### config.mk
export PLATFORM = sky130hd
export DESIGN_NAME = seg_scan_display
export DESIGN_NICKNAME = d
export VERILOG_FILES = /design/src/rtl/seg_display_pkg.sv /design/src/rtl/seg_hex_decoder.sv /design/src/rtl/seg_scan_display.sv
export SDC_FILE = /design/constraint.sdc
export NUM_CORES = 1
export LEC_CHECK = 0
export CORE_ASPECT_RATIO = 2
export CORE_MARGIN = 5
export CORE_UTILIZATION = 35
export DETAILED_ROUTE_END_ITERATION = 8
export PLACE_DENSITY = 0.63
export SLEW_MARGIN = 20
export SYNTH_ARGS = -nofsm -noshare
export SYNTH_HDL_FRONTEND = slang
export SYNTH_SLANG_ARGS = --single-unit
### constraint.sdc
create_clock -name clk -period 7.8 [get_ports clk]
set_input_delay 1.56 -clock clk [delete_from_list [all_inputs] [get_ports clk]]
set_output_delay 1.56 -clock clk [all_outputs]
set_load 0.02 [all_outputs]
### src/rtl/seg_display_pkg.sv
// Shared constants and helpers for the multiplexed seven-segment display.
package seg_display_pkg;

  // Hex font, active-high, bit 0 = segment a, bit 6 = segment g.
  // Index 15 first: F E d C b A 9 8 7 6 5 4 3 2 1 0 (lowercase b and d).
  localparam logic [15:0][6:0] HEX_FONT = {
    7'h71, 7'h79, 7'h5E, 7'h39, 7'h7C, 7'h77, 7'h6F, 7'h7F,
    7'h07, 7'h7D, 7'h6D, 7'h66, 7'h4F, 7'h5B, 7'h06, 7'h3F
  };

  // Every segment and the point off, in active-low form.
  localparam logic [7:0] SEG_BLANK = 8'hFF;

  // Ceiling log2, never below 1, so it can size any counter directly.
  function automatic int clog2(input int value);
    int result;
    result = 0;
    while ((1 << result) < value) begin
      result = result + 1;
    end
    return (result < 1) ? 1 : result;
  endfunction

endpackage

### src/rtl/seg_hex_decoder.sv
// Nibble + point to an active-low {p,g,f,e,d,c,b,a} pattern, with separate
// darkening of the seven segments and of the decimal point.
module seg_hex_decoder
  import seg_display_pkg::*;
(
  input  logic [3:0] nibble,
  input  logic       point,
  input  logic       darkSegs,
  input  logic       darkPoint,
  output logic [7:0] segN
);

  logic [6:0] glyph;

  assign glyph = HEX_FONT[nibble] & {7{~darkSegs}};
  assign segN  = {~(point & ~darkPoint), ~glyph};

endmodule

### src/rtl/seg_scan_display.sv
// Multiplexed N-digit seven-segment scanner with dead time, frame-synchronous
// double buffering, per-digit blink and leading-zero suppression.
module seg_scan_display
  import seg_display_pkg::*;
#(
  parameter int NUM_DIGITS   = 8,
  parameter int SCAN_DIV     = 131072,
  parameter int DEAD_CYC     = 64,
  parameter int BLINK_FRAMES = 64
) (
  input  logic                    clk,
  input  logic                    rst,
  input  logic [4*NUM_DIGITS-1:0] hexs,
  input  logic [NUM_DIGITS-1:0]   points,
  input  logic [NUM_DIGITS-1:0]   LEs,
  input  logic [NUM_DIGITS-1:0]   blinks,
  input  logic                    lz_en,
  input  logic                    load,
  output logic [NUM_DIGITS-1:0]   AN,
  output logic [7:0]              SEGMENT,
  output logic                    frame_start
);

  localparam int SLOT_W = clog2(SCAN_DIV);
  localparam int IDX_W  = clog2(NUM_DIGITS);
  localparam int FRM_W  = clog2(BLINK_FRAMES);

  localparam logic [SLOT_W-1:0] SLOT_LAST = SLOT_W'(SCAN_DIV - 1);
  localparam logic [SLOT_W-1:0] DEAD_END  = SLOT_W'(DEAD_CYC);
  localparam logic [IDX_W-1:0]  IDX_LAST  = IDX_W'(NUM_DIGITS - 1);
  localparam logic [FRM_W-1:0]  FRM_LAST  = FRM_W'(BLINK_FRAMES - 1);

  // Scan state
  logic [SLOT_W-1:0] slotCntReg;
  logic [IDX_W-1:0]  idxReg;
  logic [FRM_W-1:0]  frameCntReg;
  logic              blinkPhaseReg;

  // Pending (written by load) and display (swapped at frame start) buffers
  logic [4*NUM_DIGITS-1:0] pendHexReg, dispHexReg;
  logic [NUM_DIGITS-1:0]   pendPointReg, dispPointReg;
  logic [NUM_DIGITS-1:0]   pendLeReg, dispLeReg;
  logic [NUM_DIGITS-1:0]   pendBlinkReg, dispBlinkReg;
  logic                    pendValidReg;

  // Registered outputs
  logic [NUM_DIGITS-1:0] anReg;
  logic [7:0]            segReg;
  logic                  frameStartReg;

  logic                    slotWrap;
  logic                    frameStartNow;
  logic                    swapNow;
  logic                    phaseCur;
  logic [4*NUM_DIGITS-1:0] dispHexCur;
  logic [NUM_DIGITS-1:0]   dispPointCur, dispLeCur, dispBlinkCur;
  logic [NUM_DIGITS-1:0]   zeroFrom;
  logic [7:0]              segPattern [NUM_DIGITS];

  assign slotWrap      = (slotCntReg == SLOT_LAST);
  assign frameStartNow = (slotCntReg == '0) && (idxReg == '0);
  assign swapNow       = frameStartNow && pendValidReg;

  // The frame being started already uses the freshly swapped buffer and the
  // updated blink phase, so a zero dead time still never shows a mixed frame.
  assign dispHexCur   = swapNow ? pendHexReg   : dispHexReg;
  assign dispPointCur = swapNow ? pendPointReg : dispPointReg;
  assign dispLeCur    = swapNow ? pendLeReg    : dispLeReg;
  assign dispBlinkCur = swapNow ? pendBlinkReg : dispBlinkReg;
  assign phaseCur     = (frameStartNow && (frameCntReg == FRM_LAST)) ? ~blinkPhaseReg
                                                                     : blinkPhaseReg;

  // Slot counter, digit index, blink frame counter and blink phase
  always_ff @(posedge clk or posedge rst) begin
    if (rst) begin
      slotCntReg    <= '0;
      idxReg        <= '0;
      frameCntReg   <= '0;
      blinkPhaseReg <= 1'b0;
    end else begin
      if (slotWrap) begin
        slotCntReg <= '0;
        idxReg     <= (idxReg == IDX_LAST) ? '0 : idxReg + IDX_W'(1);
      end else begin
        slotCntReg <= slotCntReg + SLOT_W'(1);
      end
      if (frameStartNow) begin
        frameCntReg   <= (frameCntReg == FRM_LAST) ? '0 : frameCntReg + FRM_W'(1);
        blinkPhaseReg <= phaseCur;
      end
    end
  end

  // Double buffer: load fills pending; a frame start moves pending to display
  always_ff @(posedge clk or posedge rst) begin
    if (rst) begin
      pendHexReg   <= '0;
      pendPointReg <= '0;
      pendLeReg    <= '0;
      pendBlinkReg <= '0;
      pendValidReg <= 1'b0;
      dispHexReg   <= '0;
      dispPointReg <= '0;
      dispLeReg    <= '0;
      dispBlinkReg <= '0;
    end else begin
      if (swapNow) begin
        dispHexReg   <= pendHexReg;
        dispPointReg <= pendPointReg;
        dispLeReg    <= pendLeReg;
        dispBlinkReg <= pendBlinkReg;
      end
      if (load) begin
        pendHexReg   <= hexs;
        pendPointReg <= points;
        pendLeReg    <= LEs;
        pendBlinkReg <= blinks;
        pendValidReg <= 1'b1;
      end else if (swapNow) begin
        pendValidReg <= 1'b0;
      end
    end
  end

  // zeroFrom[i] is set when every nibble from the top digit down to i is zero
  always_comb begin
    logic allZero;
    allZero  = 1'b1;
    zeroFrom = '0;
    for (int i = NUM_DIGITS - 1; i >= 0; i--) begin
      allZero     = allZero & (dispHexCur[4*i +: 4] == 4'h0);
      zeroFrom[i] = allZero;
    end
  end

  // Per-digit pattern: blank and blink darken everything, suppression only g..a
  for (genvar gi = 0; gi < NUM_DIGITS; gi++) begin : gDigit
    logic darkAll;
    logic suppress;

    assign darkAll = dispLeCur[gi] | (dispBlinkCur[gi] & phaseCur);

    if (gi == 0) begin : gNoSuppress
      assign suppress = 1'b0;
    end else begin : gSuppress
      assign suppress = lz_en & zeroFrom[gi];
    end

    seg_hex_decoder uDecoder (
      .nibble    (dispHexCur[4*gi +: 4]),
      .point     (dispPointCur[gi]),
      .darkSegs  (darkAll | suppress),
      .darkPoint (darkAll),
      .segN      (segPattern[gi])
    );
  end

  // Output registers: all anodes off during the dead window of each slot
  always_ff @(posedge clk or posedge rst) begin
    if (rst) begin
      anReg         <= '1;
      segReg        <= SEG_BLANK;
      frameStartReg <= 1'b0;
    end else begin
      frameStartReg <= frameStartNow;
      if (slotCntReg < DEAD_END) begin
        anReg  <= '1;
        segReg <= SEG_BLANK;
      end else begin
        anReg  <= ~(NUM_DIGITS'(1) << idxReg);
        segReg <= segPattern[idxReg];
      end
    end
  end

  assign AN          = anReg;
  assign SEGMENT     = segReg;
  assign frame_start = frameStartReg;

endmodule

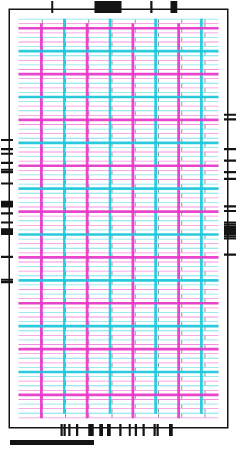
*Power grid, run 1*
The bar under the picture is 50 um long. Pins as bars on the die edge. Tap cells in grey.
- VDD: cyan
- VSS: magenta
- rows: 87
- met4 straps: 8
- signal pins: 77
- met5 straps: 17
Max rail drop VDD: 0.169 mV
standard cell core area: 28100 um2

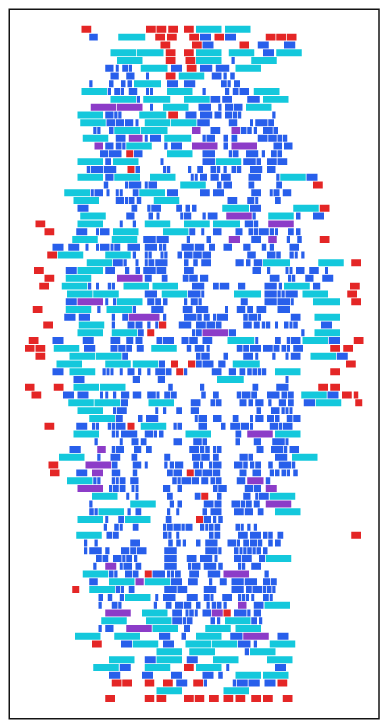
*Placed cells, one colour a class, run 1*
- registers: cyan (cells 157; share of their area 36%)
- remaining buffers and delay cells: red (cells 91; share of their area 7.8%)
- remaining logic cells: blue (cells 822; share of their area 51%)
- clock drivers and dummy loads: purple (cells 32; share of their area 5.4%)
core utilization of the finished layout: 41.1%
num rows: 87
post-route cell area: 11500 um2
register share of the cell area: 34.2%

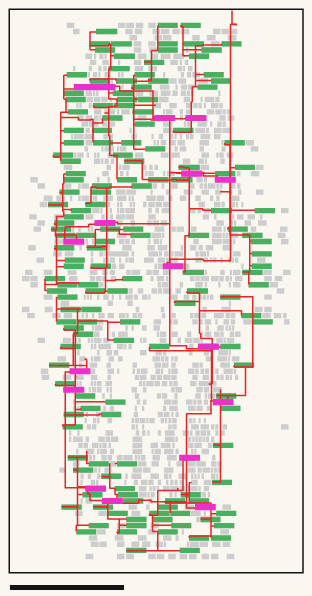
*Clock distribution, run 1*
The bar under the picture is 50 um long.
- clock wires: red (length 2270 um)
- clock-net drivers: magenta (count 17)
- flip-flops: green (count 157)
- routed clock nets: 18
clk_lat worst skew: 0.45 ns
skew final: 0.00853 ns
clock network power share: 43.3%
clock network power: 0.863 mW

==> notes.md, run 1 <==
Notes on the physical implementation.

- The launching instance or port of the critical path is idxReg[1]$_DFFE_PP0N_, for reference.
- The area share of the leading cell type in the synthesized netlist is 35.8%, for reference.
- The CTS log lists the clock sinks for this run as 157.
- Yosys reported that registers with async set or reset make up 100%.
- The count of input and output buffers is 76, for reference.
- Of all cell types, the one taking the most synthesized area is dfrtp_1.
- The number of placed instances, taps included is 1426, for reference.
- For the sequential group, total power comes out at 0.907 mW.
- The areal power density over the cells is 173 nW/um2, for reference.
- Per the hold report, the tightest min-delay path originates at dispLeReg[5]$_DFF_PP0_.
- The count of yosys warnings during synthesis is 0, for reference.
- The number of buffers added to fix hold violations after cts is 0, for reference.
- The adder-cell area share of the yosys netlist is 7.35%, for reference.
- The cell-mix breakdown from Yosys lists the XOR/XNOR area share as 2.13%.
- The non-clock buffer area fraction after layout is 7.52%, for reference.
- The number of antenna violations at the first check in global routing is 0, for reference.
- The netlist area before placement is 9870 um2, for reference.
- The number of fill cells in the layout is 2816, for reference.
- Global routing finished with a remaining overflow of 0.
- The critical path launch point type is a flop, for reference.
- Walking the worst path, the cells encountered are clkinv_1, buf_4, ha_1, and4bb_1, and2_0, nand3_2, mux2i_1, ha_1, and4_1, nand3_1, a2111oi_0, nor2_1, o211ai_1, o21ai_0, a21o_1, a32oi_1.
- The clock slew at the register clock pins of the worst setup and hold paths is 0.07 ns, for reference.
- For this block, wires on met1 add up to 10900 um.
- The total chip power is 2.00 mW, for reference.
- The post-detailed-route count of antenna-violating nets is 0, for reference.
- Headroom to the max-slew limit came out at 34.8%.
- The share of cells above drive strength 1 is 13.1%, for reference.
- The number of global-route vias before repair is 8825.
- Hold analysis shows the worst path with a depth of 2.
- The path type of the worst setup path is flop to flop, for reference.
- The average detailed-routed wire length per instance is 21.6 um, for reference.
- The final layout report lists a non-clock buffer count of 91.
- The part of the total power dissipated in combinational logic is 11.3%, for reference.
- The floorplan report gives the top-level pin count as 77.
- dfrtp_1 is the most common cell in the netlist.
- The DRC violation total after the first TritonRoute iteration is 440, for reference.
- In this run the number of cells on the critical path is 16.
- Per the CTS log, the maximum H-tree level is 4.
- The count of flip-flops with a built-in enable after synthesis is 0, for reference.
- The area occupied by registers is 3950 um2, for reference.
- In this run the layout overhead on the synthesized area is reported as 17.0%.
- Counting pins that exceed their max-slew limit in the final report gives 0.
- Looking at the clock tree report, the root buffer type is clkbuf_16.
- The number of detailed-route iterations in the first pass is 5, for reference.
- The power report shows net switching accounting for 28.4% of the total.
- The worst slack at placement is 2.51 ns, for reference.
- The endpoint of the worst hold path is dispLeReg[5]$_DFF_PP0_, for reference.
- The dominant combinational cell family by area after synthesis is simple AND/OR/NAND/NOR gates, for reference.
- The flop count is 157, for reference.
- After synthesis, the share of cell area in mux cells is 12.0%.
- The largest fanout of any net on the critical path is 19, for reference.
- 0 antenna diodes ended up in the layout.
- The final layout report lists a clock buffer count of 18.
- The distinct cell type count of the synthesized netlist is 74, for reference.
- The setup-violating endpoint count in the final report is 0, for reference.
- Of all the cell area in the finished design, the clock network holds 5.22%.
- The Yosys chip area is 9870 um2, for reference.
- The maximum clock frequency is 185 MHz, for reference.
- The final hold violation count recorded for this run is 0.
- Looking at the critical path, the single cell with the biggest stage delay is dfrtp_1.
- The leading power group is registers, for reference.
- The data required time at the worst endpoint is 8.18 ns, for reference.
- The final route contains 8480 vias.
- Global route summary, busiest routing layer listed as met2.
- The worst hold path class is flop to flop, for reference.
- The transition time of the tightest slew-check pin is 0.979 ns, for reference.
- The worst setup path endpoint is SEGMENT[1]$_DFF_PP1_, for reference.
- The internal cell power is 1.43 mW, for reference.
- The number of post-CTS setup repair buffers is 0, for reference.
- Routing resource usage on met1 recorded by global route was 20.0%.
- The post-synthesis sequential area ratio is 40.0%, for reference.
- The final critical path takes up 69.3% of the cycle.
- Multi-input logic gates represent a cell area share of 47.2%.
- The most used logic cell in the final layout is dfrtp_1, for reference.
- In this design, the critical path's most frequently occurring cell is ha_1.
- The core utilization before placement is 35.1%, for reference.
- The post-synthesis simple-gate area fraction is 17.5%, for reference.
- The detailed route wirelength on metal2 is 16900 um, for reference.
- The startpoint identified for the worst register-to-register timing path is idxReg[1]$_DFFE_PP0N_.
- The number of buffers and inverters on the critical path is 2, for reference.
- The cell family with the largest share of critical-path delay is simple AND/OR/NAND/NOR gates, for reference.
- The final estimated routing congestion in global placement is 0.955, for reference.
- Setup slack closes at 2.40 ns.
- The power report puts the net switching power at 0.566 mW.
- The post-route DRC violation count is 0, for reference.
- The number of max-cap violations is 0, for reference.
- The global routing met2 resource utilization is 36.2%, for reference.
- Per the OpenROAD power report, leakage power amounts to 5.21 nW.
- Among all flip-flop cells after synthesis, the most frequent one is dfrtp_1.
- The hold slack is 0.473 ns, for reference.
- The met3 wire length is 1250 um, for reference.
- Per the cell usage report, the commonest logic cells after layout are dfrtp_1, nand2_1, clkdlybuf4s50_1.
- The area occupied by multi-input gates is 5450 um2, for reference.
- In this run the tools logged warnings totalling 73.
- The flow ran to the end, and the final reports show no timing, DRC or antenna violations.
- Once the clock tree was built, the resizer swapped 0 gates to a different size.
- The proportion of power drawn by flip-flops and latches is 45.4%, for reference.
- The first global-routing pass estimated 49100 um of wire.
- The post-route non-filler standard cell count is 1458, for reference.
- The endpoint of the worst-slack reg-to-reg timing path is SEGMENT[1]$_DFF_PP1_, for reference.
- The final net count is 1207, for reference.
- The maximum clock path buffer count is 2, for reference.
- Counting flops and latches in the post-synthesis netlist gives 157.
- Entering global routing, the biggest net connects 106 pins.
- The number of nets in the synthesized netlist is 1157, for reference.
- In the layout the tool counted multi-input logic cells amounting to 760.
- Signal nets in the final route climb as high as met4.
- In this run, the synthesized area fraction spent on AND-OR/OR-AND gates is recorded as 16.1%.
- Per the detailed placement report, the placed cell area equals 10900 um2.
- The main area contributors are dfrtp_1, ha_1, mux2_2.
- The number of ordinary inverters in the final layout is 62, for reference.
- The setup check on the worst reg-to-reg path leaves a slack of 2.40 ns.
- The sort of element at the end of the critical path is a flop, for reference.
- Sorting the synthesized cells by how often they occur yields dfrtp_1, nand2_1, mux2_2.
- TritonCTS created 17 clock buffers.
- Logic depth along the worst register-to-register path is recorded as 16.
- During tapcell insertion the tool placed 356 well taps.
- TritonCTS built the clock tree.
==> run 1 -> run 2 <==
- clock period: 7.8 -> 5.2 ns (I/O delays scaled with it)
==> run 2 against run 1 <==
Combinational power up 51%; non-clock buffer count up 3; global-route usage up 0.23 points; critical path type unchanged; largest cell class unchanged; largest power group unchanged.
==> notes.md, run 2 <==
Notes on the physical implementation.

- The post-detailed-route count of antenna-violating nets is 0 (unchanged).
- The run finished with clean final reports.
- The flop and latch count out of synthesis is 157 (unchanged).
- The area overhead of the layout relative to synthesis is 17.6%, for reference.
- The final core utilization is 41.3% (+0.19 points), for reference.
- The critical path's slowest stage uses the library cell a2111oi_0.
- The number of placed instances, taps included is 1429 (+0.21%), for reference.
- The share of cells above drive strength 1 is 13.2% (+0.15 points).
- The global route total overflow is 0 (unchanged), for reference.
- Broken down by cell family, the worst path's largest delay share belongs to AND-OR/OR-AND gates.
- The met1 layer usage reported by global route is 20.2% (+0.14 points), for reference.
- The maximum clock path buffer count is 2 (unchanged), for reference.
- The post-synthesis sequential area ratio was 40.0% (unchanged).
- The number of antenna violations at the first check in global routing is 0 (unchanged), for reference.
- The static leakage is 5.23 nW (+0.29%), for reference.
- The internal reg-to-reg setup slack is 0.53 ns (-1.87 ns).
- The core utilization before placement is 35.1% (unchanged), for reference.
- The share of synthesized cell area in and-or and or-and compound cells is 16.1% (unchanged), for reference.
- The largest fanout of any net on the critical path is 37 (+18), for reference.
- The count of inserted antenna diode cells was 0 (unchanged).
- The clock sink total is 157 (unchanged), for reference.
- The instance area after placement came to 11000 um2 (+0.42%).
- The sequential portion of the cell area came to 34.0% (-0.15 points).
- The count of flip-flops with a built-in enable after synthesis is 0 (unchanged).
- The worst slack at placement was 0.583 ns (-1.93 ns).
- The endpoint of the worst hold path is dispPointReg[3]$_DFF_PP0_, for reference.
- The total number of tap cells is 356 (unchanged), for reference.
- The flop count came to 157 (unchanged).
- Per STA, the library cell used most along the worst path is ha_1.
- The part of the total power dissipated in combinational logic is 11.3% (about the same), for reference.
- The post-route DRC violation count is 0 (unchanged), for reference.
- The most repeated cell in the gate-level netlist after synthesis is dfrtp_1, for reference.
- In this run the critical register-to-register path is captured at SEGMENT[1]$_DFF_PP1_.
- The highest layer touched by signal routing is met4.
- The number of cells traversed by the worst hold path came to 2 (unchanged).
- The share of the clock period used by the worst path after layout is 89.8% (+21 points), for reference.
- The number of ordinary inverters in the final layout was 62 (unchanged).
- The most used logic cell in the final layout is dfrtp_1, for reference.
- The number of multi-input combinational cells in the layout is 760 (unchanged), for reference.
- The top cell types in the final layout, fill and taps aside, are dfrtp_1, nand2_1, clkdlybuf4s50_1.
- The number of vias after detailed routing is 8511 (+0.37%).
- The count of yosys warnings during synthesis is 0 (unchanged), for reference.
- Looking at the group totals, the largest power group turns out to be registers.
- The H-tree depth reported by CTS came to 4 (unchanged).
- The worst-skew pair later-pin latency is 0.45 ns (about the same), for reference.
- The maximum clock frequency is 214 MHz (+16%), for reference.
- The transition time of the tightest slew-check pin is 0.922 ns (-0.0562 ns).
- The top-level I/O count is 77 (unchanged), for reference.
- The proportion of power drawn by flip-flops and latches is 45.5% (about the same), for reference.
- The Yosys chip area is 9870 um2 (unchanged), for reference.
- The startpoint of the most critical hold path is dispPointReg[3]$_DFF_PP0_, for reference.
- met2 is the most crowded layer.
- The DRC violation total after the first TritonRoute iteration is 677 (+54%), for reference.
- The power of the sequential group is 1.36 mW (+50%), for reference.
- The number of instances resized during post-cts repair came to 0 (unchanged).
- The number of fill cells in the layout is 2783 (-1.2%), for reference.
- The critical path launch point type is a flop, for reference.
- The smallest setup slack after layout is 0.532 ns (-1.87 ns).
- The pin count of the biggest net entering global routing is 158 (+49%).
- The hold slack is 0.474 ns (+0.000797 ns), for reference.
- The number of nets in the synthesized netlist is 1157 (unchanged), for reference.
- The switching power share of the total is 26.9% (-1.5 points), for reference.
- The final estimated routing congestion in global placement came to 0.989 (+3.6%).
- The clock slew at the register clock pins of the worst setup and hold paths came to 0.07 ns (about the same).
- The area occupied by multi-input gates is 5450 um2 (unchanged), for reference.
- The max-slew violation total from the final report is 0 (unchanged), for reference.
- The internal cell power was 2.19 mW (+53%).
- The number of buffers and inverters on the critical path is 2 (unchanged), for reference.
- The multiplexer share of the synthesized area is 12.0% (unchanged).
- The area share of xor/xnor cells in the synthesized design is 2.13% (unchanged), for reference.
- The met3 wire length is 1390 um (+11%), for reference.
- The count of input and output buffers is 76 (unchanged).
- The core region area came to 28100 um2 (unchanged).
- The combinational share of cell area came to 46.9% (-0.21 points).
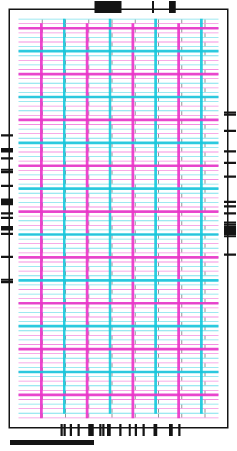
*Power grid, run 2*
The bar under the picture is 50 um long. Pins as bars on the die edge. Tap cells in grey.
overall die height: 247 um
die width: 129 um
Max rail drop VDD: 0.208 mV

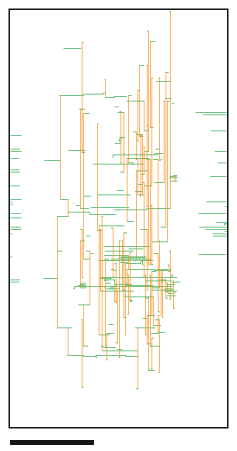
*Metal layers overlaid, run 2*
The bar under the picture is 50 um long. Two of the layers only.
- M3: green (wire length 1390 um)
- M4: orange (wire length 3030 um)
final wirelength: 31700 um
detail-routed net length per standard cell: 21.7 um

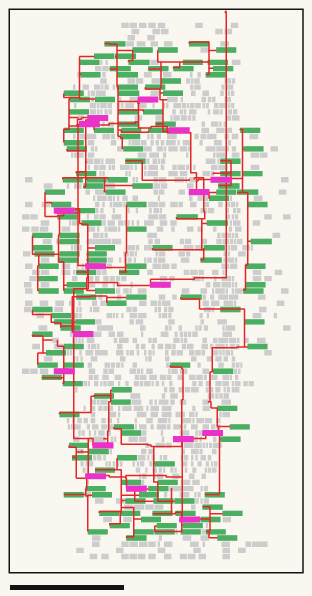
*Clock distribution, run 2*
The bar under the picture is 50 um long.
- flip-flops: green (count 157)
- clock wires: red (length 2200 um)
- clock-net drivers: magenta (count 17)
- routed clock nets: 18
clock network power share: 43.2%
clock network power: 1.29 mW

Power figures rest on the tool's default switching activity, not on a simulated workload.
